`src/rtl/issue_queue.sv`:
```
// rtl/issue_queue.sv - in-order instruction queue with LD/ST vs arithmetic RS steering
// Heads are issued in program order; reserved opcodes are dropped with a one-cycle illegal pulse.
module issue_queue #(
  parameter int DEPTH = 4,
  parameter int PTR_W = 2
) (
  input  logic             CLK,
  input  logic             CLR,
  input  logic             flush,
  input  logic             in_valid,
  input  logic [15:0]      in_instr,
  output logic             in_ready,
  input  logic             asrs_full,
  input  logic             ars_full,
  output logic             asrs_we,
  output logic             ars_we,
  output logic [2:0]       opcode,
  output logic [2:0]       rd,
  output logic [2:0]       rs,
  output logic [6:0]       offset,
  output logic             illegal,
  output logic [PTR_W:0]   count,
  output logic             empty
);

  localparam logic [PTR_W:0] FULL_CNT = (PTR_W+1)'(DEPTH);

  logic [15:0]      mem [DEPTH];
  logic [PTR_W-1:0] rd_ptr;
  logic [PTR_W-1:0] wr_ptr;
  logic             illegal_q;

  logic [15:0]      head;
  logic             head_is_ldst;
  logic             head_is_arith;
  logic             head_is_rsvd;
  logic             discard;
  logic             push;
  logic             pop;

  assign head   = mem[rd_ptr];
  assign opcode = head[15:13];
  assign rd     = head[12:10];
  assign rs     = head[9:7];
  assign offset = head[6:0];

  assign head_is_arith = ~opcode[2];
  assign head_is_ldst  = opcode[2] & ~opcode[1];
  assign head_is_rsvd  = opcode[2] & opcode[1];

  assign empty    = (count == '0);
  assign in_ready = (count != FULL_CNT);

  assign asrs_we = ~empty & ~flush & head_is_ldst  & ~asrs_full;
  assign ars_we  = ~empty & ~flush & head_is_arith & ~ars_full;
  assign discard = ~empty & ~flush & head_is_rsvd;

  // in_ready reflects the pre-pop count, so a full queue never accepts even while popping
  assign push = in_valid & in_ready & ~flush;
  assign pop  = asrs_we | ars_we | discard;

  assign illegal = illegal_q;

  always_ff @(posedge CLK) begin
    if (push) begin
      mem[wr_ptr] <= in_instr;
    end
  end

  always_ff @(posedge CLK or negedge CLR) begin
    if (!CLR) begin
      rd_ptr    <= '0;
      wr_ptr    <= '0;
      count     <= '0;
      illegal_q <= 1'b0;
    end else if (flush) begin
      rd_ptr    <= '0;
      wr_ptr    <= '0;
      count     <= '0;
      illegal_q <= 1'b0;
    end else begin
      illegal_q <= discard;
      if (push) begin
        wr_ptr <= wr_ptr + 1'b1;
      end
      if (pop) begin
        rd_ptr <= rd_ptr + 1'b1;
      end
      case ({push, pop})
        2'b10:   count <= count + 1'b1;
        2'b01:   count <= count - 1'b1;
        default: count <= count;
      endcase
    end
  end

endmodule
```
`config.mk`:
```
export PLATFORM = sky130hd
export DESIGN_NAME = issue_queue
export DESIGN_NICKNAME = d
export VERILOG_FILES = /design/src/rtl/issue_queue.sv
export SDC_FILE = /design/constraint.sdc
export NUM_CORES = 1
export LEC_CHECK = 0
export ABC_CLOCK_PERIOD_IN_PS = 4500
export CORE_AREA = 2 2 91 93
export CTS_BUF_LIST = sky130_fd_sc_hd__clkbuf_4
export DETAILED_ROUTE_END_ITERATION = 6
export DIE_AREA = 0 0 93 95
export RECOVER_POWER = 100
export SLEW_MARGIN = 10
export SYNTH_ARGS = -nofsm -noshare
export SYNTH_HDL_FRONTEND = slang
export SYNTH_SLANG_ARGS = --single-unit
export TNS_END_PERCENT = 10
```
`constraint.sdc`:
```
create_clock -name CLK -period 4.5 [get_ports CLK]
set_input_delay 0.45 -clock CLK [delete_from_list [all_inputs] [get_ports CLK]]
set_output_delay 0.45 -clock CLK [all_outputs]
set_load 0.05 [all_outputs]
```
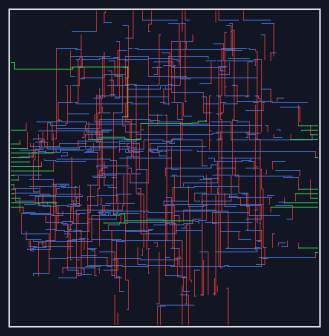
Run 1: wiring by layer
Key: met4 = orange [wire length 15.0 um]; met3 = green [wire length 260 um]; met2 = red [wire length 2310 um]; met1 = blue [wire length 2290 um]

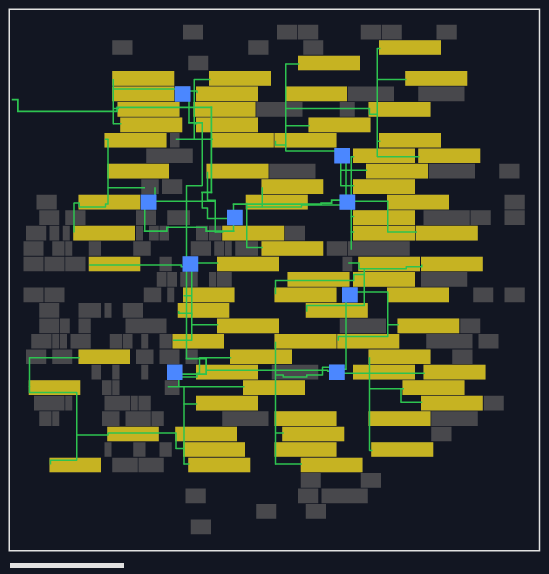
Run 1: clock wires, drivers and flops
Bar = 20 um.
Key: clock wires = green [length 804 um]; flip-flops = yellow [count 72]; cells driving clock nets = blue [count 9]
There are 10 routed clock nets.

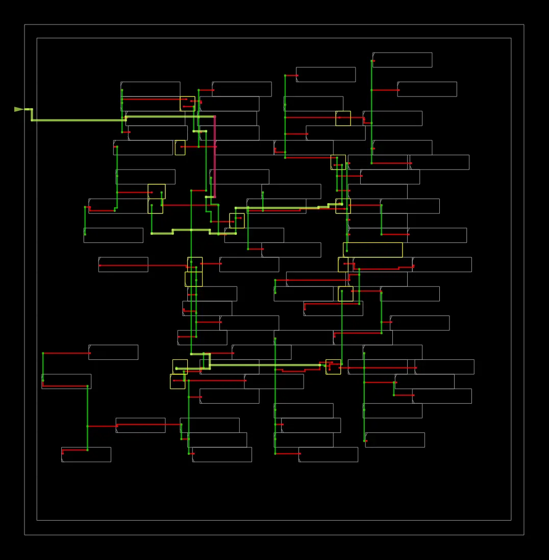
Run 1: clock wiring as the flow saved it
worst skew pair latency: 0.40 ns
Clk power: 0.000396 W

==> results.toml, run 1 <==
# generated from flow reports
[status]
status = "completed"

[critical_path]
critPathMaxFanout = 20
arrival_ns = 3.13
cp.buffers_inverters = 2
cp-start-kind = "register"
critPathTopFamily = "buffers and inverters"
cp_cell_sequence = "mux2i_1 -> mux2_1 -> inv_1 -> nand2_1 -> nor3_1 -> dlygate4sd3_1"
critPathSlowestCell = "dfrtp_1"
critPathKind = "reg -> out"

[final_layout]
nets = 230
postLayoutCellArea_um2 = 3580
diodes = 0
syn2layout_area_growth_pct = 23.4
final_util = 0.452

[global_routing]
grt_max_degree = 21
grt_usage = 0.116
grt_pass1_wl_um = 7510
grt_use_met1 = 0.152
grt_pass1_vias = 1454
busiest_layer = "met2"
grt-ovfl-total = 0
antenna_found_initial = 0

[final_timing]
slew_headroom = 0.153
final.min_clock_period_ns = 3.58
worstMarginPinSlew_ns = 1.27
finalMaxSlewViolations = 0
setup_viol = 0
finalHoldViolCount = 0
skew_ns = 0.0211
post-route-period-util = 0.795

[power]
comb_power_share = 0.357
power_density_nw_per_um2 = 527
swShare = 0.361
power_w = 0.00189
net-switching-power_w = 0.000681

[place]
dp_hpwl_um = 3110
port_buffers = 45
pre_cts_ws_ns = 1.33
gp_congestion = 0.756

[flow_run]
cap_violations = 0
log.warning_count = 29

[clock_network]
cts_max_level = 3
cts_buffers = 9
cts_tree = "built"
clockBufferDepth = 2
ctsResizeCount = 0

[synth]
syn_nets = 178
top_area_cell = "edfxtp_1"
ys_seq_frac = 0.731
ys_types = 27
async_flop_share = 0.111
synth_area_um2 = 2900
synth_warnings = 0
postSynthAreaPerCell_um2 = 19.2
synth_top_area_share = 0.662
edf_count = 64
synth_top_flop_cell = "edfxtp_1"
synthTopCellsByCount = "64 x edfxtp_1, 14 x mux4_2, 9 x nor2_1"
most_common_cell = "edfxtp_1"

[drt]
drc = 0
viasPerCell = 4.63
drt_iter0_drc = 39
drtAntennaViolNets = 0
vias = 1448

[die]
chipArea_um2 = 8840
die_y_um = 95
core_area_um2 = 7930
die_w_um = 93
initCoreUtil = 0.366

[worst_hold_path]
hold_path.class = "in -> async"
==> run 1: flip-flops by register name (all words and copies together), names as in the netlist <==
| name | count |
|---|---|
| wr_ptr | 2 |
| mem | 64 |
| rd_ptr | 2 |
| illegal | 1 |
| count | 3 |
==> run 1: power by group through the flow <==
stage	combinational, W	sequential (W)	clock [W]
global route	0.000718	0.000826	0.000429
CTS	0.000729	0.000820	0.000410
floorplan	0.000478	0.000866	0
finish	0.000673	0.000818	0.000396
detailed placement	0.000726	0.000835	0
global placement	0.000725	0.000834	0
==> run 1: metrics by stage <==
stage / cells / hold slack, ns
final: 313 / 0.394
after global routing: 313 / 0.410
after CTS: 313 / 0.314
after detailed placement: 297 / 0.583
after global placement: 297 / 0.579
after floorplan: 151 / 0.154
==> run 1: placed cells by master, fill, tap and decap left out, drive strengths merged <==
master / n
nand2b: 3
clkdlybuf4s50: 4
nor2b: 2
ha: 4
mux2i: 5
o2bb2a: 1
or3: 1
clkinv: 4
and3: 2
mux4: 14
and2: 5
nand3: 3
a21oi: 4
inv: 4
mux2: 4
nand2: 4
dlygate4sd3: 41
o21ai: 1
nor4: 1
edfxtp: 64
nor3: 2
dfrtp: 8
o2111ai: 1
bufinv: 1
clkbuf: 11
xnor2: 3
fa: 1
buf: 1
nor2: 9
==> run 1: per-layer routing <==
| metal | routed length (um) | part of all wire | vias up |
|---|---|---|---|
| met4 | 14 | 0.0029 | 0 |
| met2 | 2310 | 0.47 | 39 |
| met5 | 0 | 0 | - |
| met1 | 2290 | 0.47 | 711 |
| li1 | - | - | 696 |
| met3 | 259 | 0.053 | 2 |
==> run 1: cell type report <==
type                    instances  area (um2)
multi-input cells              70         716
repair buffers                 46         458
fillers                       719        4350
clock inverters                 5        57.6
flip-flops and latches         72        2120
inverters                       4        15.0
well taps                     105         131
clock buffers                  11        82.6
==> run 1: cells by family after synthesis <==
| kind of cell | Yosys count | synth area share |
|---|---|---|
| flops | 72 | 0.731 |
| simple gates | 32 | 0.0556 |
| mux | 23 | 0.144 |
| buf+inv | 9 | 0.0151 |
| compound gates | 7 | 0.0215 |
| fa+ha+maj | 5 | 0.0241 |
| xor+xnor | 3 | 0.00905 |
==> run 1: final timing paths <==
path                            startpoint   endpoint  slack, ns  cells past startpoint
worst max-delay path             rd_ptr[1]    asrs_we       0.92                      6
worst min-delay path                   CLR   count[0]       0.39                      1
worst max register to register   rd_ptr[1]   count[2]       1.10                      8
worst min register to register   wr_ptr[1]  wr_ptr[1]       0.59                      2
max in group asynchronous              CLR  rd_ptr[0]       3.80                      1
min in group CLK                 wr_ptr[1]  wr_ptr[1]       0.59                      2
Run 1, logic cells by family:
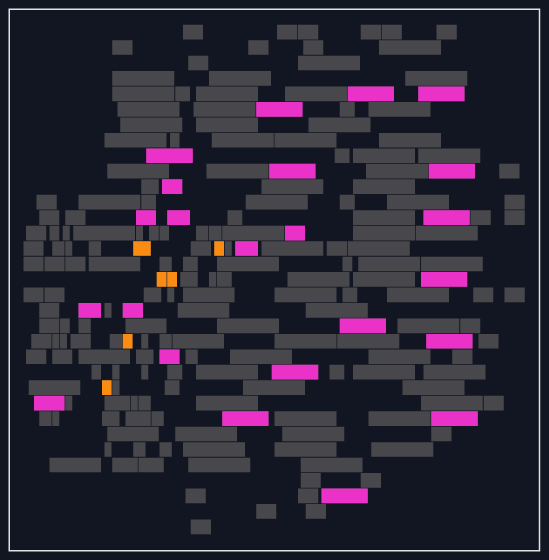

## Run 2: what changed since run 1
--- a/config.mk
+++ b/config.mk
@@ -5,7 +5,7 @@
 export SDC_FILE = /design/constraint.sdc
 export NUM_CORES = 1
 export LEC_CHECK = 0
-export ABC_CLOCK_PERIOD_IN_PS = 4500
+export ABC_CLOCK_PERIOD_IN_PS = 3300
 export CORE_AREA = 2 2 91 93
 export CTS_BUF_LIST = sky130_fd_sc_hd__clkbuf_4
 export DETAILED_ROUTE_END_ITERATION = 6
==> constraint.sdc (replaced) <==
create_clock -name CLK -period 3.3 [get_ports CLK]
set_input_delay 0.33 -clock CLK [delete_from_list [all_inputs] [get_ports CLK]]
set_output_delay 0.33 -clock CLK [all_outputs]
set_load 0.05 [all_outputs]
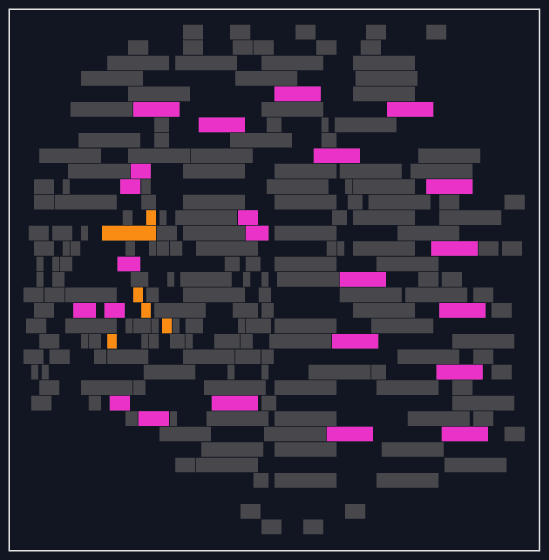
Run 2: logic cells by family
Key: multiplexers = magenta [cells 23, most used mux4_2]; inverting AOI/OAI gates = orange [cells 6, most used a21oi_1, where middle left]
final non-filler cell total: 318
Commonest Layout Cell: edfxtp_1
Comb area share: 0.205

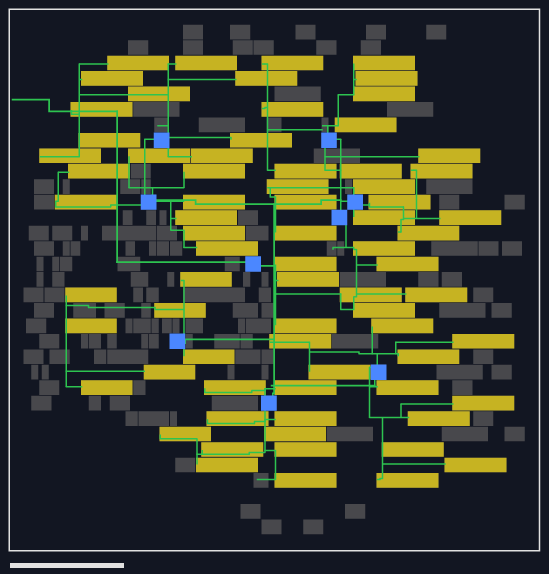
Run 2: clock wires, drivers and flops
Bar = 20 um.
Key: flip-flops = yellow [count 72]; clock wires = green [length 811 um]; cells driving clock nets = blue [count 9]
There are 10 routed clock nets.
clk_skew: 0.00976 ns
Clk pwr share: 0.203
Clk power: 0.000521 W

==> run 2 against run 1 <==
  * Register-to-register slack got worse by 0.64 ns
  * Clock power rose by 32%
  * Cell area up 0.45%
  * First-iteration DRC count increased by 49%
  * Utilization increased by 0.21 points
  * Sequential cell count unchanged
  * Critical path type is now reg -> reg
  * Worst hold slack got worse by 0.12 ns
==> results.toml, run 2 <==
# generated from flow reports
[final_timing]
slew_headroom = 0.354
setup_viol = 0
finalHoldViolCount = 0

[clock_network]
ctsResizeCount = 0
cts_buffers = 9
clockBufferDepth = 2
cts_max_level = 3
clk-insertion-delay-late_ns = 0.40

[global_routing]
antenna_found_initial = 0
grt_pass1_vias = 1554
grt_pass1_wl_um = 7960
grt_usage = 0.125

[final_layout]
nets = 235
top_regs = "mem: 64 flops, count: 3 flops"
diodes = 0
largest_reg_flops = 64

[synth]
aoi_share = 0.0215
synthTopCellsByCount = "64 x edfxtp_1, 14 x mux4_2, 9 x nor2_1"
synth_top_area_share = 0.662
logic_family = "multiplexers"
ys_seq_frac = 0.731
synth_top_flop_cell = "edfxtp_1"
synth_warnings = 0
synth_area_um2 = 2900
simple_gate_share = 0.0556
syn_nets = 178
postSynthAreaPerCell_um2 = 19.2

[critical_path]
critPathMaxFanout = 10
cp-start-kind = "register"
arrival_ns = 3.12
critPathKind = "reg -> reg"

[flow_run]
log.warning_count = 29
cap_violations = 0

[power]
net-switching-power_w = 0.000928
power_density_nw_per_um2 = 714

[die]
die_y_um = 95
initCoreUtil = 0.366

[status]
status = "completed"

[drt]
drtAntennaViolNets = 0
drt_iter0_drc = 58
drc = 0
viasPerCell = 4.61

[place]
dp_hpwl_um = 3380
pre_cts_ws_ns = 0.478
## run 2: netlist changes by cell type in the layout (fill, tap and decap cells not counted), moves of 2 or more
cell / before / now
clkbuf_1: 0 / 7
clkinv_1: 0 / 2
dlygate4sd3_1: 41 / 38
clkinv_4: 2 / 0
## run 2: area by class of cell
cell class                      count  area, um2  area share
Inverter                            4       15.0     0.00417
Clock inverter                      5       47.5      0.0132
Sequential cell                    72       2120       0.590
Multi-Input combinational cell     70        738       0.205
Timing Repair Buffer               51        462       0.128
Clock buffer                       11       82.6      0.0229
Tap cell                          105        131      0.0365
## run 2: critical path, delay by kind of cell (launching register included)
| kind | cells | cell delay, ns |
|---|---|---|
| flip-flops | 1 | 0.62 |
| multiplexers | 3 | 0.87 |
| AND-OR/OR-AND | 2 | 0.59 |
| AND/OR/NAND/NOR | 2 | 0.26 |
| adder cells (fa/ha/maj) | 1 | 0.38 |
## run 2: logic make-up after synthesis
family / after synthesis
xor+xnor: 3
buf+inv: 9
flops: 72
fa+ha+maj: 5
compound gates: 7
mux: 23
simple gates: 32
## run 2: power groups by stage
stage / sequential, W / clock [W] / combinational, W
after global placement: 0.00114 / 0 / 0.00100
final: 0.00112 / 0.000521 / 0.000933
after floorplan: 0.00118 / 0 / 0.000655
after global routing: 0.00113 / 0.000577 / 0.000997
after CTS: 0.00112 / 0.000541 / 0.00100
after detailed placement: 0.00114 / 0 / 0.00100
## run 2: worst paths after layout
| kind | startpoint | end | slack, ns | cells past startpoint |
|---|---|---|---|---|
| worst max-delay path | rd_ptr[1] | count[2] | 0.46 | 8 |
| worst min-delay path | CLR | rd_ptr[1] | 0.27 | 1 |
| worst max register to register | rd_ptr[1] | count[2] | 0.46 | 8 |
| worst min register to register | wr_ptr[1] | wr_ptr[1] | 0.59 | 2 |
| max in group asynchronous | CLR | wr_ptr[0] | 2.76 | 1 |
| min in group CLK | in_valid | wr_ptr[1] | 0.58 | 3 |
## run 2: through the flow
step           std cells  cell area (um2)  total power (W)
6_report             318             3600          0.00257
5_1_grt              318             3600          0.00270
4_1_cts              318             3630          0.00267
3_5_place_dp         302             3500          0.00214
3_3_place_gp         302             3500          0.00214
2_1_floorplan        151             2910          0.00184
## run 2: routing by layer
layer,global-route usage,vias to the layer above,routed length (um)
met4,0.0478,0,58
met5,0,-,0
met1,0.156,714,2280
li1,-,709,-
met3,0.0415,6,260
met2,0.204,36,2420
Power figures rest on the tool's default switching activity, not on a simulated workload.
